Fig. 1: port wiring
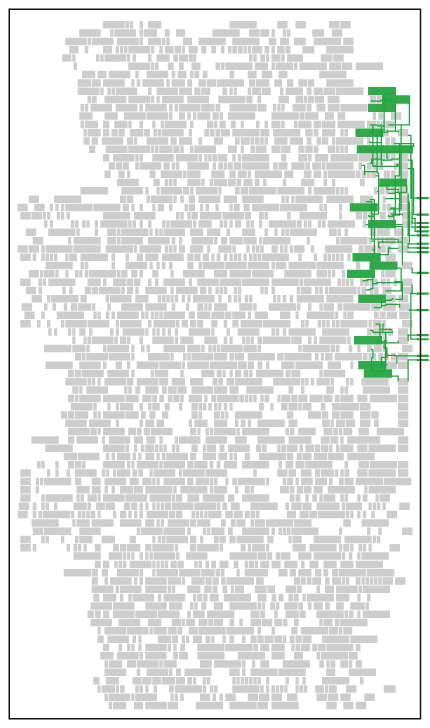
Fig. 2: routed metal, one color a layer
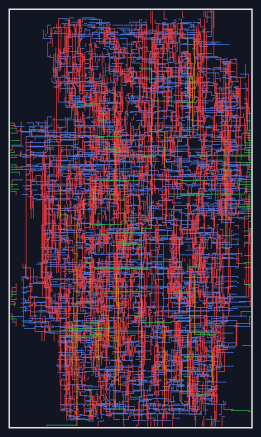
Fig. 3: logic cells by family
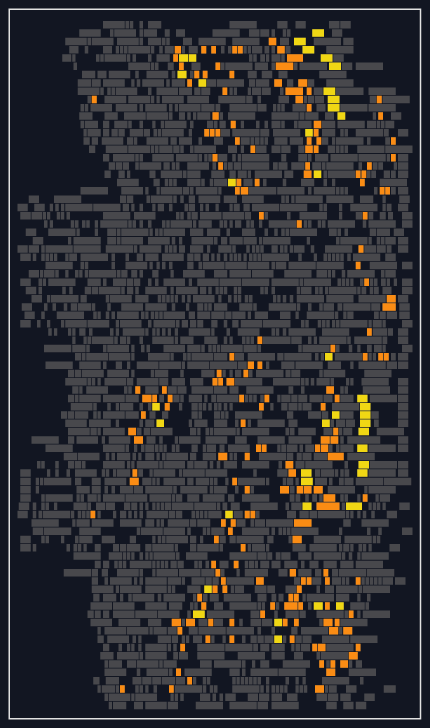
===== src/rtl/scene_recovery_mac.sv =====
// Multi-channel scene-recovery MAC: J = clamp(A + (I - A) * inv_t), three-stage
// valid/ready pipeline with per-channel clamp flags and per-frame saturation count.
module scene_recovery_mac #(
   parameter int unsigned CHANNELS = 3,
   parameter int unsigned DATA_W   = 8,
   parameter int unsigned INT_W    = 2,
   parameter int unsigned FRAC_W   = 6,
   parameter int unsigned ROUND    = 1,
   parameter int unsigned CNT_W    = 16
) (
   input  logic                           clk,
   input  logic                           rst_n,
   input  logic                           in_valid,
   output logic                           in_ready,
   input  logic                           in_sof,
   input  logic [CHANNELS*(DATA_W+1)-1:0] in_diff,
   input  logic [CHANNELS*DATA_W-1:0]     in_atm,
   input  logic [INT_W+FRAC_W-1:0]        in_inv_t,
   output logic                           out_valid,
   input  logic                           out_ready,
   output logic                           out_sof,
   output logic [CHANNELS*DATA_W-1:0]     out_pix,
   output logic [CHANNELS-1:0]            out_sat,
   output logic [CNT_W-1:0]               sat_count
);

   localparam int unsigned INV_W  = INT_W + FRAC_W;
   localparam int unsigned DIFF_W = DATA_W + 1;
   localparam int unsigned PROD_W = DIFF_W + INV_W + 1;
   // two guard bits above the product so rounding and the atm add never wrap
   localparam int unsigned SUM_W  = PROD_W + 2;

   localparam logic signed [SUM_W-1:0] RND_ADD =
      (ROUND != 0 && FRAC_W > 0) ? SUM_W'(64'd1 << (FRAC_W - 1)) : '0;
   localparam logic signed [SUM_W-1:0] PIX_MAX = SUM_W'((64'd1 << DATA_W) - 64'd1);

   logic en;

   logic                           s1_valid;
   logic                           s1_sof;
   logic [CHANNELS*DIFF_W-1:0]     s1_diff;
   logic [CHANNELS*DATA_W-1:0]     s1_atm;
   logic [INV_W-1:0]               s1_inv;

   logic                           s2_valid;
   logic                           s2_sof;
   logic [CHANNELS*DATA_W-1:0]     s2_atm;
   logic [CHANNELS*PROD_W-1:0]     s2_prod;

   logic [CHANNELS*PROD_W-1:0]     prod_c;
   logic [CHANNELS*DATA_W-1:0]     pix_c;
   logic [CHANNELS-1:0]            sat_c;

   // whole pipeline advances together; a stalled output freezes bubbles too
   assign en       = !out_valid || out_ready;
   assign in_ready = en;

   // per-channel multiply (S1->S2) and round/shift/add/clamp (S2->S3)
   for (genvar k = 0; k < CHANNELS; k++) begin : g_ch
      logic signed [PROD_W-1:0] d_ext;
      logic signed [PROD_W-1:0] t_ext;
      logic signed [SUM_W-1:0]  p_ext;
      logic signed [SUM_W-1:0]  r_val;
      logic signed [SUM_W-1:0]  q_val;
      logic signed [SUM_W-1:0]  s_val;
      logic                     under;
      logic                     over;

      assign d_ext = PROD_W'($signed(s1_diff[k*DIFF_W +: DIFF_W]));
      assign t_ext = PROD_W'($signed({1'b0, s1_inv}));
      assign prod_c[k*PROD_W +: PROD_W] = d_ext * t_ext;

      assign p_ext = SUM_W'($signed(s2_prod[k*PROD_W +: PROD_W]));
      assign r_val = p_ext + RND_ADD;
      assign q_val = r_val >>> FRAC_W;
      assign s_val = q_val + SUM_W'($signed({1'b0, s2_atm[k*DATA_W +: DATA_W]}));
      assign under = s_val[SUM_W-1];
      assign over  = !under && (s_val > PIX_MAX);

      assign sat_c[k] = under || over;
      assign pix_c[k*DATA_W +: DATA_W] = under ? '0 :
                                         over  ? PIX_MAX[DATA_W-1:0] :
                                                 s_val[DATA_W-1:0];
   end

   // S1 input capture
   always_ff @(posedge clk or negedge rst_n) begin
      if (!rst_n) begin
         s1_valid <= 1'b0;
         s1_sof   <= 1'b0;
         s1_diff  <= '0;
         s1_atm   <= '0;
         s1_inv   <= '0;
      end else if (en) begin
         s1_valid <= in_valid;
         s1_sof   <= in_sof;
         s1_diff  <= in_diff;
         s1_atm   <= in_atm;
         s1_inv   <= in_inv_t;
      end
   end

   // S2 products
   always_ff @(posedge clk or negedge rst_n) begin
      if (!rst_n) begin
         s2_valid <= 1'b0;
         s2_sof   <= 1'b0;
         s2_atm   <= '0;
         s2_prod  <= '0;
      end else if (en) begin
         s2_valid <= s1_valid;
         s2_sof   <= s1_sof;
         s2_atm   <= s1_atm;
         s2_prod  <= prod_c;
      end
   end

   // S3 output register
   always_ff @(posedge clk or negedge rst_n) begin
      if (!rst_n) begin
         out_valid <= 1'b0;
         out_sof   <= 1'b0;
         out_pix   <= '0;
         out_sat   <= '0;
      end else if (en) begin
         out_valid <= s2_valid;
         out_sof   <= s2_sof;
         out_pix   <= pix_c;
         out_sat   <= sat_c;
      end
   end

   // per-frame saturated-pixel count, restarted by the sof pixel, sticky at max
   always_ff @(posedge clk or negedge rst_n) begin
      if (!rst_n) begin
         sat_count <= '0;
      end else if (out_valid && out_ready) begin
         if (out_sof) begin
            sat_count <= CNT_W'(|out_sat);
         end else if ((|out_sat) && (sat_count != {CNT_W{1'b1}})) begin
            sat_count <= sat_count + CNT_W'(1);
         end
      end
   end

endmodule


===== config.mk =====
export PLATFORM = sky130hd
export DESIGN_NAME = scene_recovery_mac
export DESIGN_NICKNAME = d
export VERILOG_FILES = /design/src/rtl/scene_recovery_mac.sv
export SDC_FILE = /design/constraint.sdc
export NUM_CORES = 1
export LEC_CHECK = 0
export CORE_ASPECT_RATIO = 1.75
export CORE_MARGIN = 2
export CORE_UTILIZATION = 57
export CTS_CLUSTER_DIAMETER = 50
export CTS_CLUSTER_SIZE = 28
export DETAILED_ROUTE_END_ITERATION = 10
export PLACE_DENSITY = 0.77
export SETUP_SLACK_MARGIN = 0.15
export SYNTH_ARGS = -nofsm -noshare
export SYNTH_HDL_FRONTEND = slang
export SYNTH_SLANG_ARGS = --single-unit

===== constraint.sdc =====
create_clock -name clk -period 13.15 [get_ports clk]
set_clock_uncertainty 0.1 [all_clocks]
set_input_delay 2.63 -clock clk [delete_from_list [all_inputs] [get_ports clk]]
set_output_delay 2.63 -clock clk [all_outputs]
set_load 0.05 [all_outputs]

==> changes_impl.md <==
## Flow update

- Status: complete, no violations
- Pin count of the biggest net entering global routing: around 96
- CTS Sinks: 171
- CTS Buf Count: 17
- Final tally of hold violations: 0
- Syn nets: around 2300
- # Cells Yosys: approximately 1900
- Inst Count DP: about 2400
- Min-delay src: s2_valid$_DFFE_PN0P_
- Yosys xor share: 0.0553
- WHS Path Cells: 1
- Final setup vio count: 0
- NumNets Final: roughly 2400
- Wire per inst: roughly 15 um
- Clock Tree Buf Depth: 2
- Busiest grt layer: met2
- RSZ-0062 raised after global routing: no
- AO/OA Area Share: 0.0872
- Area delta synth->final: 11.1%
- Yosys cell types: just under 80
- Max-Cap Viols: 0
- Worst Setup EP: in_ready
- CP startpoint: out_ready
- CTS root buffer: clkbuf_16
- Log Warnings: 32
- Flop2flop setup slack: ~7500 ps
- CTS resizes: 0
- Hold Path Class: reg2reg
- Final Critical Period: roughly 7600 ps
- Diode count: 0
- Vertical die size: around 230 um
- Reg-to-Reg Start: s1_inv[2]$_DFFE_PN0P_
- Dominant cells by area after synthesis: dfrtp_1 (25%), fa_1 (22%), nand2_1 (9.7%)
- Post-Syn Area: around 0.017 sq mm
- Leading cell type by number of instances after synthesis: nand2_1
- Iter 0 DRT Violations: 541
- DP Area: around 0.018 sq mm
- Drt first pass iters: 5
- Vias/cell: around 5.4
- Seq share, synth: 0.253
- Worst EP arrival: around 4900 ps
- Cell taking the most area after synthesis: dfrtp_1
- Startpoint Class: input pin
Back to the opening pictures, Fig. 1:
color	port	bits	direction	edge	end cells	wire
green	sat_count	16	output	right	16	671 um
I/O pin count: 110
# port buffers: 109

Back to the opening pictures, Fig. 2:
color	layer	wire length
green	met3	1210 um
orange	met4	1160 um
red	met2	18800 um
blue	met1	14100 um
GRT Total Usage: 0.243
WL final: 35300 um

Back to the opening pictures, Fig. 3:
color	family	cells
orange	inverting AOI/OAI gates	178
yellow	AND-OR and OR-AND gates	40
Comb area share: 0.594
post-route non-filler standard cell count: 2392
most common cell after layout, fill and taps aside: nand2_1

==> metal layers <==
metal	routed length [um]	up-vias
li1	-	6183
met5	0	-
met1	14100	6303
met4	1160	0
met3	1210	96
met2	18800	293
==> area by class of cell <==
cell class	count	area (sq um)
Clock inverter	13	133
Clock buffer	19	443
Tap cell	382	478
Sequential cell	171	4280
Fill cell	2470	10500
Timing Repair Buffer	115	1140
Multi-Input combinational cell	1384	11200
Inverter	308	1160
==> worst max-delay path, stage by stage <==
cell and delay [ps]:
clkdlybuf4s50_1 510, nor2b_4 140, buf_4 520, inv_4 260, clkdlybuf4s50_1 780
